==> run_1/m4.png <==
Drawn at 1.5 px/um. Supply wires on this layer in gray.
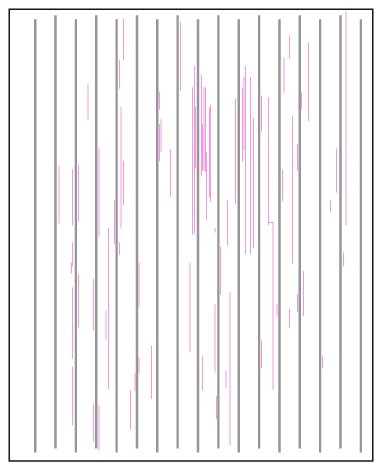
==> run_1/m1.png <==
Drawn at 2 px/um. Supply wires on this layer in gray.
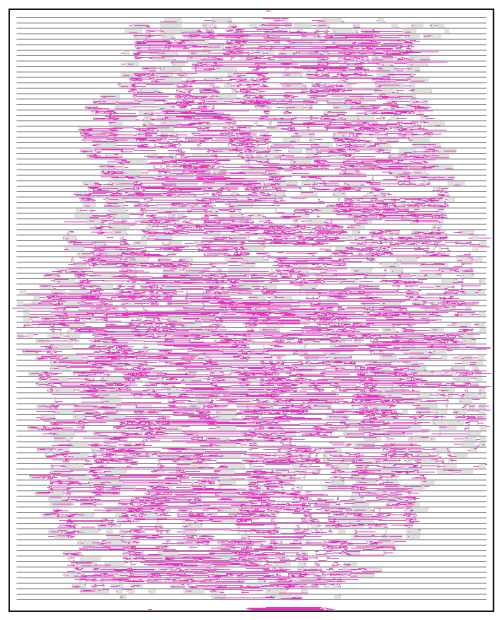
==> run_1/ff_map.png <==
Drawn at 1.5 px/um. Other sequential cells in the stronger gray, the rest of the logic in the fainter gray.
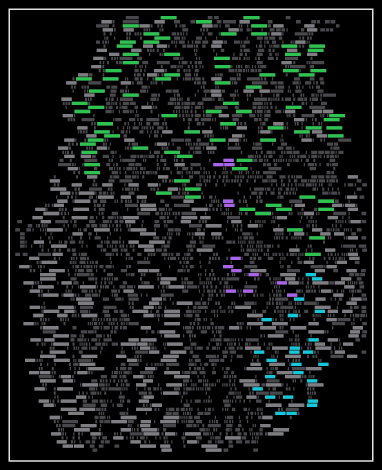
==> run_1/congestion_map.png <==
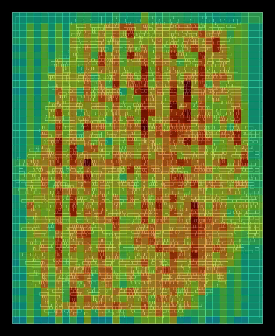
`config.mk`:
```
export PLATFORM = sky130hd
export DESIGN_NAME = sprite_fetch_scheduler
export DESIGN_NICKNAME = d
export VERILOG_FILES = /design/src/rtl/sprite_fetch_scheduler.sv
export SDC_FILE = /design/constraint.sdc
export NUM_CORES = 1
export LEC_CHECK = 0
export ABC_AREA = 1
export ABC_CLOCK_PERIOD_IN_PS = 10150
export CAP_MARGIN = 20
export CORE_ASPECT_RATIO = 1.25
export CORE_MARGIN = 3
export CORE_UTILIZATION = 36
export CTS_BUF_LIST = sky130_fd_sc_hd__clkbuf_16
export CTS_CLUSTER_DIAMETER = 40
export DETAILED_ROUTE_END_ITERATION = 10
export GPL_ROUTABILITY_DRIVEN = 1
export PLACE_DENSITY_LB_ADDON = 0.12
export RECOVER_POWER = 50
export SYNTH_ARGS = -nofsm -noshare
export SYNTH_HDL_FRONTEND = slang
export SYNTH_SLANG_ARGS = --single-unit
```
`constraint.sdc`:
```
create_clock -name vga_clk -period 10.15 [get_ports vga_clk]
set_clock_uncertainty 0.05 [all_clocks]
set_input_delay 2.03 -clock vga_clk [delete_from_list [all_inputs] [get_ports vga_clk]]
set_output_delay 2.03 -clock vga_clk [all_outputs]
set_load 0.02 [all_outputs]
```
`src/rtl/sprite_fetch_scheduler.sv`:
```
// sprite_fetch_scheduler
// Shares one synchronous sprite ROM between NUM_SLOTS sprite slots. Each pixel
// picks the lowest-index enabled slot that covers (DrawX, DrawY) and issues one
// ROM read for it. Slot configuration is written into a shadow copy and moved
// to the active copy only on frame_start, so a sprite cannot tear mid-frame.
// Pipeline: inputs -> rom_address/sideband -> rom_q/sideband -> pix_* outputs.

module sprite_fetch_scheduler #(
    parameter int NUM_SLOTS = 8,
    parameter int IMG_BITS  = 3,
    parameter int SPR_DIM   = 32
) (
    input  logic                   vga_clk,
    input  logic                   reset,
    input  logic [9:0]             DrawX,
    input  logic [9:0]             DrawY,
    input  logic                   blank,
    input  logic                   frame_start,
    input  logic                   cfg_we,
    input  logic [2:0]             cfg_slot,
    input  logic [1:0]             cfg_field,
    input  logic [9:0]             cfg_wdata,
    output logic [IMG_BITS+9:0]    rom_address,
    input  logic [7:0]             rom_q,
    output logic [7:0]             pix_index,
    output logic                   pix_hit,
    output logic [2:0]             pix_slot,
    output logic                   blank_out,
    output logic [NUM_SLOTS-1:0]   collision_mask
);

    // Sprite side length is a power of two; row/col use the low DIM_BITS bits.
    localparam int DIM_BITS = $clog2(SPR_DIM);
    localparam logic [3:0]           NUM_SLOTS_L = 4'(NUM_SLOTS);
    localparam logic [10:0]          SPR_DIM_L   = 11'(SPR_DIM);
    localparam logic [NUM_SLOTS-1:0] ONE_L       = NUM_SLOTS'(1);

    // Shadow (CPU-written) and active (used for drawing) slot configuration.
    logic [9:0]          r_sh_x   [NUM_SLOTS];
    logic [9:0]          r_sh_y   [NUM_SLOTS];
    logic [IMG_BITS-1:0] r_sh_img [NUM_SLOTS];
    logic                r_sh_en  [NUM_SLOTS];
    logic [9:0]          r_ac_x   [NUM_SLOTS];
    logic [9:0]          r_ac_y   [NUM_SLOTS];
    logic [IMG_BITS-1:0] r_ac_img [NUM_SLOTS];
    logic                r_ac_en  [NUM_SLOTS];

    // Shadow contents after this cycle's write (what a frame_start commits).
    logic [9:0]          w_nx_x   [NUM_SLOTS];
    logic [9:0]          w_nx_y   [NUM_SLOTS];
    logic [IMG_BITS-1:0] w_nx_img [NUM_SLOTS];
    logic                w_nx_en  [NUM_SLOTS];
    logic                w_wr_ok;

    // Hit test and arbitration.
    logic [10:0]          w_x_end [NUM_SLOTS];
    logic [10:0]          w_y_end [NUM_SLOTS];
    logic [DIM_BITS-1:0]  w_col   [NUM_SLOTS];
    logic [DIM_BITS-1:0]  w_row   [NUM_SLOTS];
    logic [NUM_SLOTS-1:0] w_hit;
    logic                 w_any;
    logic [2:0]           w_win;
    logic [IMG_BITS+9:0]  w_addr;

    // Collision detection.
    logic                 w_multi;
    logic [NUM_SLOTS-1:0] w_coll;
    logic [NUM_SLOTS-1:0] r_coll_acc;

    // Pipeline sideband.
    logic       r_any1;
    logic [2:0] r_slot1;
    logic       r_blank1;
    logic       r_any2;
    logic [2:0] r_slot2;
    logic       r_blank2;
    logic       w_pix_hit;

    assign w_wr_ok = cfg_we && ({1'b0, cfg_slot} < NUM_SLOTS_L);

    // Merge the incoming config write into the shadow view of every slot.
    always_comb begin
        for (int i = 0; i < NUM_SLOTS; i++) begin
            w_nx_x[i]   = r_sh_x[i];
            w_nx_y[i]   = r_sh_y[i];
            w_nx_img[i] = r_sh_img[i];
            w_nx_en[i]  = r_sh_en[i];
            if (w_wr_ok && (cfg_slot == 3'(i))) begin
                case (cfg_field)
                    2'd0:    w_nx_x[i]   = cfg_wdata;
                    2'd1:    w_nx_y[i]   = cfg_wdata;
                    2'd2:    w_nx_img[i] = cfg_wdata[IMG_BITS-1:0];
                    2'd3:    w_nx_en[i]  = cfg_wdata[0];
                    default: w_nx_en[i]  = r_sh_en[i];
                endcase
            end else begin
                w_nx_en[i] = r_sh_en[i];
            end
        end
    end

    // Shadow takes every write; active copies the merged shadow at frame_start.
    always_ff @(posedge vga_clk) begin
        if (reset) begin
            for (int i = 0; i < NUM_SLOTS; i++) begin
                r_sh_x[i]   <= 10'd0;
                r_sh_y[i]   <= 10'd0;
                r_sh_img[i] <= '0;
                r_sh_en[i]  <= 1'b0;
                r_ac_x[i]   <= 10'd0;
                r_ac_y[i]   <= 10'd0;
                r_ac_img[i] <= '0;
                r_ac_en[i]  <= 1'b0;
            end
        end else begin
            for (int i = 0; i < NUM_SLOTS; i++) begin
                r_sh_x[i]   <= w_nx_x[i];
                r_sh_y[i]   <= w_nx_y[i];
                r_sh_img[i] <= w_nx_img[i];
                r_sh_en[i]  <= w_nx_en[i];
                if (frame_start) begin
                    r_ac_x[i]   <= w_nx_x[i];
                    r_ac_y[i]   <= w_nx_y[i];
                    r_ac_img[i] <= w_nx_img[i];
                    r_ac_en[i]  <= w_nx_en[i];
                end else begin
                    r_ac_x[i]   <= r_ac_x[i];
                    r_ac_y[i]   <= r_ac_y[i];
                    r_ac_img[i] <= r_ac_img[i];
                    r_ac_en[i]  <= r_ac_en[i];
                end
            end
        end
    end

    // Per-slot coverage test; end coordinates use 11 bits so x near 1023 cannot wrap.
    always_comb begin
        for (int i = 0; i < NUM_SLOTS; i++) begin
            w_x_end[i] = {1'b0, r_ac_x[i]} + SPR_DIM_L;
            w_y_end[i] = {1'b0, r_ac_y[i]} + SPR_DIM_L;
            w_col[i]   = DrawX[DIM_BITS-1:0] - r_ac_x[i][DIM_BITS-1:0];
            w_row[i]   = DrawY[DIM_BITS-1:0] - r_ac_y[i][DIM_BITS-1:0];
            w_hit[i]   = r_ac_en[i]
                       & (DrawX >= r_ac_x[i]) & ({1'b0, DrawX} < w_x_end[i])
                       & (DrawY >= r_ac_y[i]) & ({1'b0, DrawY} < w_y_end[i]);
        end
    end

    // Lowest-index hitting slot wins; a transparent winner does not fall through.
    always_comb begin
        w_win = 3'd0;
        for (int i = NUM_SLOTS - 1; i >= 0; i--) begin
            w_win = w_hit[i] ? 3'(i) : w_win;
        end
        w_any   = |w_hit;
        w_addr  = {r_ac_img[w_win], w_row[w_win], w_col[w_win]};
        w_multi = |(w_hit & (w_hit - ONE_L));
        w_coll  = (blank && w_multi) ? w_hit : '0;
    end

    assign w_pix_hit = r_any2 & r_blank2 & (rom_q != 8'd0);

    // Three-stage pixel pipeline: address issue, ROM access, output register.
    always_ff @(posedge vga_clk) begin
        if (reset) begin
            rom_address <= '0;
            r_any1      <= 1'b0;
            r_slot1     <= 3'd0;
            r_blank1    <= 1'b0;
            r_any2      <= 1'b0;
            r_slot2     <= 3'd0;
            r_blank2    <= 1'b0;
            pix_hit     <= 1'b0;
            pix_index   <= 8'd0;
            pix_slot    <= 3'd0;
            blank_out   <= 1'b0;
        end else begin
            if (w_any) begin
                rom_address <= w_addr;
            end else begin
                rom_address <= rom_address;
            end
            r_any1    <= w_any;
            r_slot1   <= w_win;
            r_blank1  <= blank;
            r_any2    <= r_any1;
            r_slot2   <= r_slot1;
            r_blank2  <= r_blank1;
            pix_hit   <= w_pix_hit;
            pix_index <= w_pix_hit ? rom_q : 8'd0;
            pix_slot  <= r_any2 ? r_slot2 : 3'd0;
            blank_out <= r_blank2;
        end
    end

    // Accumulate overlaps during the frame; publish and clear at frame_start.
    always_ff @(posedge vga_clk) begin
        if (reset) begin
            r_coll_acc     <= '0;
            collision_mask <= '0;
        end else if (frame_start) begin
            collision_mask <= r_coll_acc | w_coll;
            r_coll_acc     <= '0;
        end else begin
            collision_mask <= collision_mask;
            r_coll_acc     <= r_coll_acc | w_coll;
        end
    end

endmodule

```
==> reports/metrics.csv, run 1 <==
metric,value,unit
pin_count,82,
timing.final.max_slew_violations,219,
fraction_of_power_consumed_by_sequential_logic,38.1,%
overall_overflow_remaining_after_global_route,0,
max-cap-violations,11,
root_buffer_cell,sky130_fd_sc_hd__clkbuf_16,
p_per_area,172,mW/mm^2
final.setup.worst_slack,2720,ps
enable_flop_cells,192,
r2r_start,r_ac_x[0][5]$_SDFFCE_PN0P_,
netlist_top_cells_count,"sky130_fd_sc_hd__nand2_1, sky130_fd_sc_hd__a21oi_1, sky130_fd_sc_hd__inv_1",
finalHoldWorstSlack,354,ps
clock_latency,610,ps
critical-path-max-stage-delay,2450,ps
syn-mean-instance-area,8.23,um^2
chipArea,0.0725,mm^2
power_leader,clock,
nets,3448,
holdPathStages,2,
share_of_cells_above_drive_strength_1,5.56,%
gp_congestion,0.898,
area_growth_syn_to_layout,17.0,%
worst_slew_margin_rel,-135,%
setup.worst_path.class,input port to flip-flop,
highest_count_cells_in_the_layout_ignoring_fill_and_taps,"sky130_fd_sc_hd__nand2_1, sky130_fd_sc_hd__inv_1, sky130_fd_sc_hd__a21oi_1",
clkPwrFrac,48.8,%
critPathArrivalTime,7700,ps
detail-route-antenna-nets,0,
critPathTopFamily,buffers and inverters,
synthDistinctLibCells,51,
reg2reg_slack,5930,ps
synth.cellmix.adderShare,14.1,%
fmax,135,MHz
ir_drop,0.106,mV
post_synthesis_chip_area_from_yosys,0.0249,mm^2
post_synth_xor_area_fraction,3.30,%
outcome,finished with violations,
worst_ep_required_time,10420,ps
comb_cell_power,0.657,mW
synth.mux.area_fraction,0,%
critPathBufInv,4,
holdBufCountCts,0,
final_layout_top_logic_cell,sky130_fd_sc_hd__nand2_1,
failed_checks,"max-capacitance violations, max-slew violations",
die_width,241,um
clk_pin_slew_worst_paths,50,ps
compound_area_share,13.4,%
critical_path.startpoint_type,input port,
pwr.group.clock,2.45,mW
synth_seq_share,42.7,%
min-delay-start,r_blank1$_SDFF_PP0_,
totalNegativeSetupSlack,0,ps
depth_of_the_cts_h_tree,3,
antenna_cells_inserted,0,
cpMostUsedCell,sky130_fd_sc_hd__nor2_1,
ys_cells,3031,
layout.cell_area.non_filler,0.0292,mm^2
finalClockPeriodUsage,73.2,%
synthesis.instances,3031,
yosys_most_used_dff,sky130_fd_sc_hd__dfxtp_1,
Notes on m4.png above:
main direction = vertical
longest straight run = 143 um
share of all routed wire = 4.0%

Notes on m1.png above:
wire length on this layer = 35.0 mm
share of all routed wire = 44%
main direction = horizontal
wire length after detailed routing: 80200 um
met1 Resource Use GR: 28.3%
via count: 21100

Notes on ff_map.png above:
cyan -> r_sh_img  # placed flops 24, where lower right
green -> r_ac_y  # placed flops 80
purple -> rom_address  # placed flops 13, where center
Storage cell area: 0.0107 mm^2
proportion of cell area occupied by registers: 36.5%

Notes on congestion_map.png above:
overall fraction of global-route tracks in use: 22.2%
met3 Track Usage GR: 3.18%
final standard cell utilization of the core: 42.7%
post-detailed-route wirelength per cell: 19.5 um
global routing met2 resource utilization: 37.6%

run 1: state kept, by name, indices dropped and copies added (netlist names), 13 cells and up:
register     cells
r_ac_y          80
r_sh_y          80
r_ac_x          80
r_sh_img        24
r_ac_img        24
rom_address     13
r_sh_x          80
run 1: area by class of cell:
| class | count | area share [%] |
|---|---|---|
| multi-input combinational | 2148 | 43.0 |
| inverter | 356 | 4.62 |
| clock buffer | 74 | 6.35 |
| timing repair buffer | 115 | 3.62 |
| sequential | 436 | 36.5 |
| tap | 926 | 3.97 |
| clock inverter | 56 | 1.95 |
run 1: metal layers:
layer / global-route usage (%) / wire length [um]
met1: 28.3 / 35000
met2: 37.6 / 38000
met3: 3.18 / 4080
met4: 9.31 / 3170
met5: 0 / 0
==> run_1/layers.png <==
Drawn at 1.5 px/um. Two of the layers only.
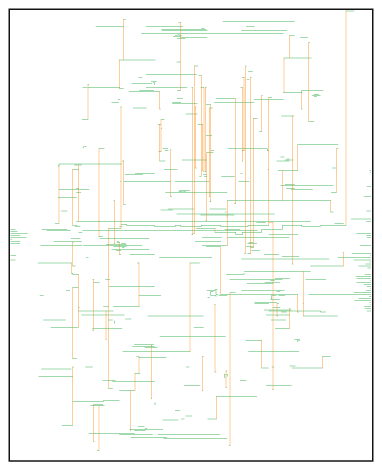

==> run 1 -> run 2 <==
--- a/config.mk
+++ b/config.mk
@@ -6,7 +6,7 @@
 export NUM_CORES = 1
 export LEC_CHECK = 0
 export ABC_AREA = 1
-export ABC_CLOCK_PERIOD_IN_PS = 10150
+export ABC_CLOCK_PERIOD_IN_PS = 7400
 export CAP_MARGIN = 20
 export CORE_ASPECT_RATIO = 1.25
 export CORE_MARGIN = 3
==> constraint.sdc (replaced) <==
create_clock -name vga_clk -period 7.4 [get_ports vga_clk]
set_clock_uncertainty 0.05 [all_clocks]
set_input_delay 1.48 -clock vga_clk [delete_from_list [all_inputs] [get_ports vga_clk]]
set_output_delay 1.48 -clock vga_clk [all_outputs]
set_load 0.02 [all_outputs]
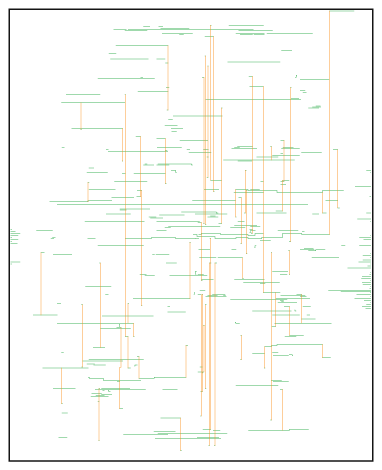
(run_2/layers.png)
Drawn at 1.5 px/um. Two of the layers only.
orange -> M4  # wire length 2990 um
green -> M3  # wire length 3710 um
wire length after detailed routing: 80400 um
via count: 21200
post-detailed-route wirelength per cell: 19.5 um
overall fraction of global-route tracks in use: 22.1%

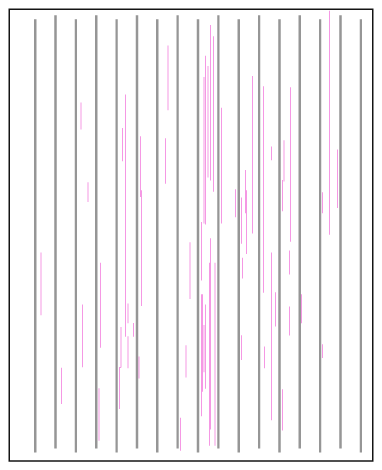
(run_2/m4.png)
Drawn at 1.5 px/um. Supply wires on this layer in gray.
wire length on this layer = 2990 um
nets with wire on the layer = 39
longest straight run = 161 um
main direction = vertical

==> run 2 against run 1 <==
The run still ends with max-capacitance violations, max-slew violations left. Register-to-register slack lost 2500 ps. Combinational power grew 38%. Via count grew 0.52%. Synthesized area is the same. Sequential share of layout area shrank 0.22 points. Critical path depth shrank 1. Flip-flop count is the same. Worst hold slack lost 5.1 ps. Non-clock buffer count grew 13. Clock-buffer cell count is the same. Die size is the same. First-iteration DRC count grew 2.6%. Critical path type unchanged. Highest routed layer unchanged.
==> reports/metrics.csv, run 2 <==
metric,value,unit
die_width,241,um
switching_fraction,28.7,%
syn-mean-instance-area,8.23,um^2
chipArea,0.0725,mm^2
layout.clock.cell_area_share,8.39,%
r2r_start,r_ac_x[1][25]$_SDFFCE_PP0P_,
holdBufCountCts,0,
power_report.internal_total,4.94,mW
yosys_most_used_dff,sky130_fd_sc_hd__dfxtp_1,
antenna_cells_inserted,0,
fraction_of_power_consumed_by_sequential_logic,38.0,%
critPathArrivalTime,6060,ps
share_of_cells_above_drive_strength_1,5.96,%
critical_path.startpoint,cfg_field[1],
fmax,173,MHz
synth.cellmix.adderShare,14.1,%
seq_cells,436,
global_route_wire_length_before_repair,121000,um
netlist_top_cells_count,"sky130_fd_sc_hd__nand2_1, sky130_fd_sc_hd__a21oi_1, sky130_fd_sc_hd__inv_1",
clock_latency,630,ps
min-delay-start,r_blank1$_SDFF_PP0_,
inverters,356,
routed_via_density,5.13,
cts_buffer_depth,3,
ys_top_cells_by_area,"sky130_fd_sc_hd__edfxtp_1, sky130_fd_sc_hd__dfxtp_1, sky130_fd_sc_hd__ha_1",
bufAreaShareNonClock,4.02,%
nets,3463,
fillCellCount,6763,
compound_area_share,13.4,%
hold-path-endpoint,r_blank2$_SDFF_PP0_,
synthesis.instances,3031,
cpMostUsedCell,sky130_fd_sc_hd__nor2_1,
clock_buffer_count,74,
cp_cell_sequence,dlygate4sd3_1 > nor2_1 > inv_1 > clkbuf_1 > nor2_2 > a22oi_1 > nor2_1,
detail-route-antenna-nets,0,
floorplan.die.height,300,um
outcome,finished with violations,
detailed_place_hpwl,57500,um
enable_flop_cells,192,
met3_usage,2.80,%
root_buffer_cell,sky130_fd_sc_hd__clkbuf_16,
holdPathStages,2,
met3_wirelength_from_detailed_routing,3710,um
wl_met1,35300,um
area.share.combinational,42.8,%
setup.worst_path.class,input port to flip-flop,
worst_ep_required_time,7680,ps
max-cap-violations,5,
critical_path.startpoint_type,input port,
area_growth_syn_to_layout,17.8,%
core_area,0.0684,mm^2
p_per_area,236,mW/mm^2
highest_count_cells_in_the_layout_ignoring_fill_and_taps,"sky130_fd_sc_hd__nand2_1, sky130_fd_sc_hd__inv_1, sky130_fd_sc_hd__a21oi_1",
critPathTopFamily,buffers and inverters,
grt.met1_usage,28.2,%
timing.final.setup_violations,0,
pwr-share-comb,13.1,%
postCtsSetupBuffers,0,
overall_overflow_remaining_after_global_route,0,
critical-path-max-stage-delay,2030,ps
gp_congestion,0.899,
non_clock_buffer_count_in_the_final_layout,128,
pwr.group.clock,3.39,mW
power.static_leakage,12.2,nW
ir_drop,0.134,mV
depth_of_the_cts_h_tree,3,
met2_length,38400,um
detail_route.drc_violations,0,
power_leader,clock,
critical_path_peak_fanout,54,
totalNegativeSetupSlack,0,ps
groute.layer.met2.usage,37.4,%
ys_seq_elements,436,
clkSinkCount,436,
rr_endpoint,rom_address[5]$_SDFFE_PP0P_,
taps,926,
worst_setup_path_end_kind,flip-flop,
final_layout_top_logic_cell,sky130_fd_sc_hd__nand2_1,
drt-pass1-iter-count,5,
clk_pin_slew_worst_paths,50,ps
post_synth_main_logic_family,simple AND/OR/NAND/NOR gates,
synth_seq_share,42.7,%
shortest_period_the_worst_path_allows,5770,ps
ctsResizeCount,0,
non_filler_instances,4129,
post_synthesis_chip_area_from_yosys,0.0249,mm^2
worst_slew_margin_rel,-86.7,%
timing.final.max_slew_violations,242,
floorplan_core_density,36.4,%
sequentialPower,2.63,mW
synthDistinctLibCells,51,
top_cell,sky130_fd_sc_hd__nand2_1,
layout.comb_gates.multi_input,2148,
comb_cell_power,0.909,mW
dr.max_layer_used,met4,
ys_cells,3031,
clkPwrFrac,48.9,%
post_synth_xor_area_fraction,3.30,%
critical-path-slowest-cell,sky130_fd_sc_hd__clkbuf_1,
grt.busiest_layer,met2,
reg2reg_slack,3420,ps
area_occupied_by_multi_input_gates,0.0126,mm^2
biggestCellCategory,multi-input combinational cells,
pin_count,82,
finalClockPeriodUsage,78.0,%
critPathBufInv,3,
synth.mux.area_fraction,0,%
regArea,0.0107,mm^2
finalHoldWorstSlack,349,ps
failed_checks,"max-capacitance violations, max-slew violations",
area.share.sequential,36.3,%
## run 2: cells by family after synthesis
kind of cell,after synthesis
AND-OR/OR-AND,621
adder cells (fa/ha/maj),272
AND/OR/NAND/NOR,1161
XOR/XNOR,94
flip-flops,436
buffers and inverters,447
## run 2: per-stage QoR
step	power, mW	utilization [%]	setup WS, ps	instance area (um^2)
after floorplan	3.24	-	2520	24900
after global placement	3.58	39.2	1370	26800
after detailed placement	3.59	39.3	1370	26900
after CTS	6.99	42.9	2010	29400
after global routing	7.21	42.9	1240	29400
final	6.93	42.9	1630	29400
Power and IR drop assume default switching activity.
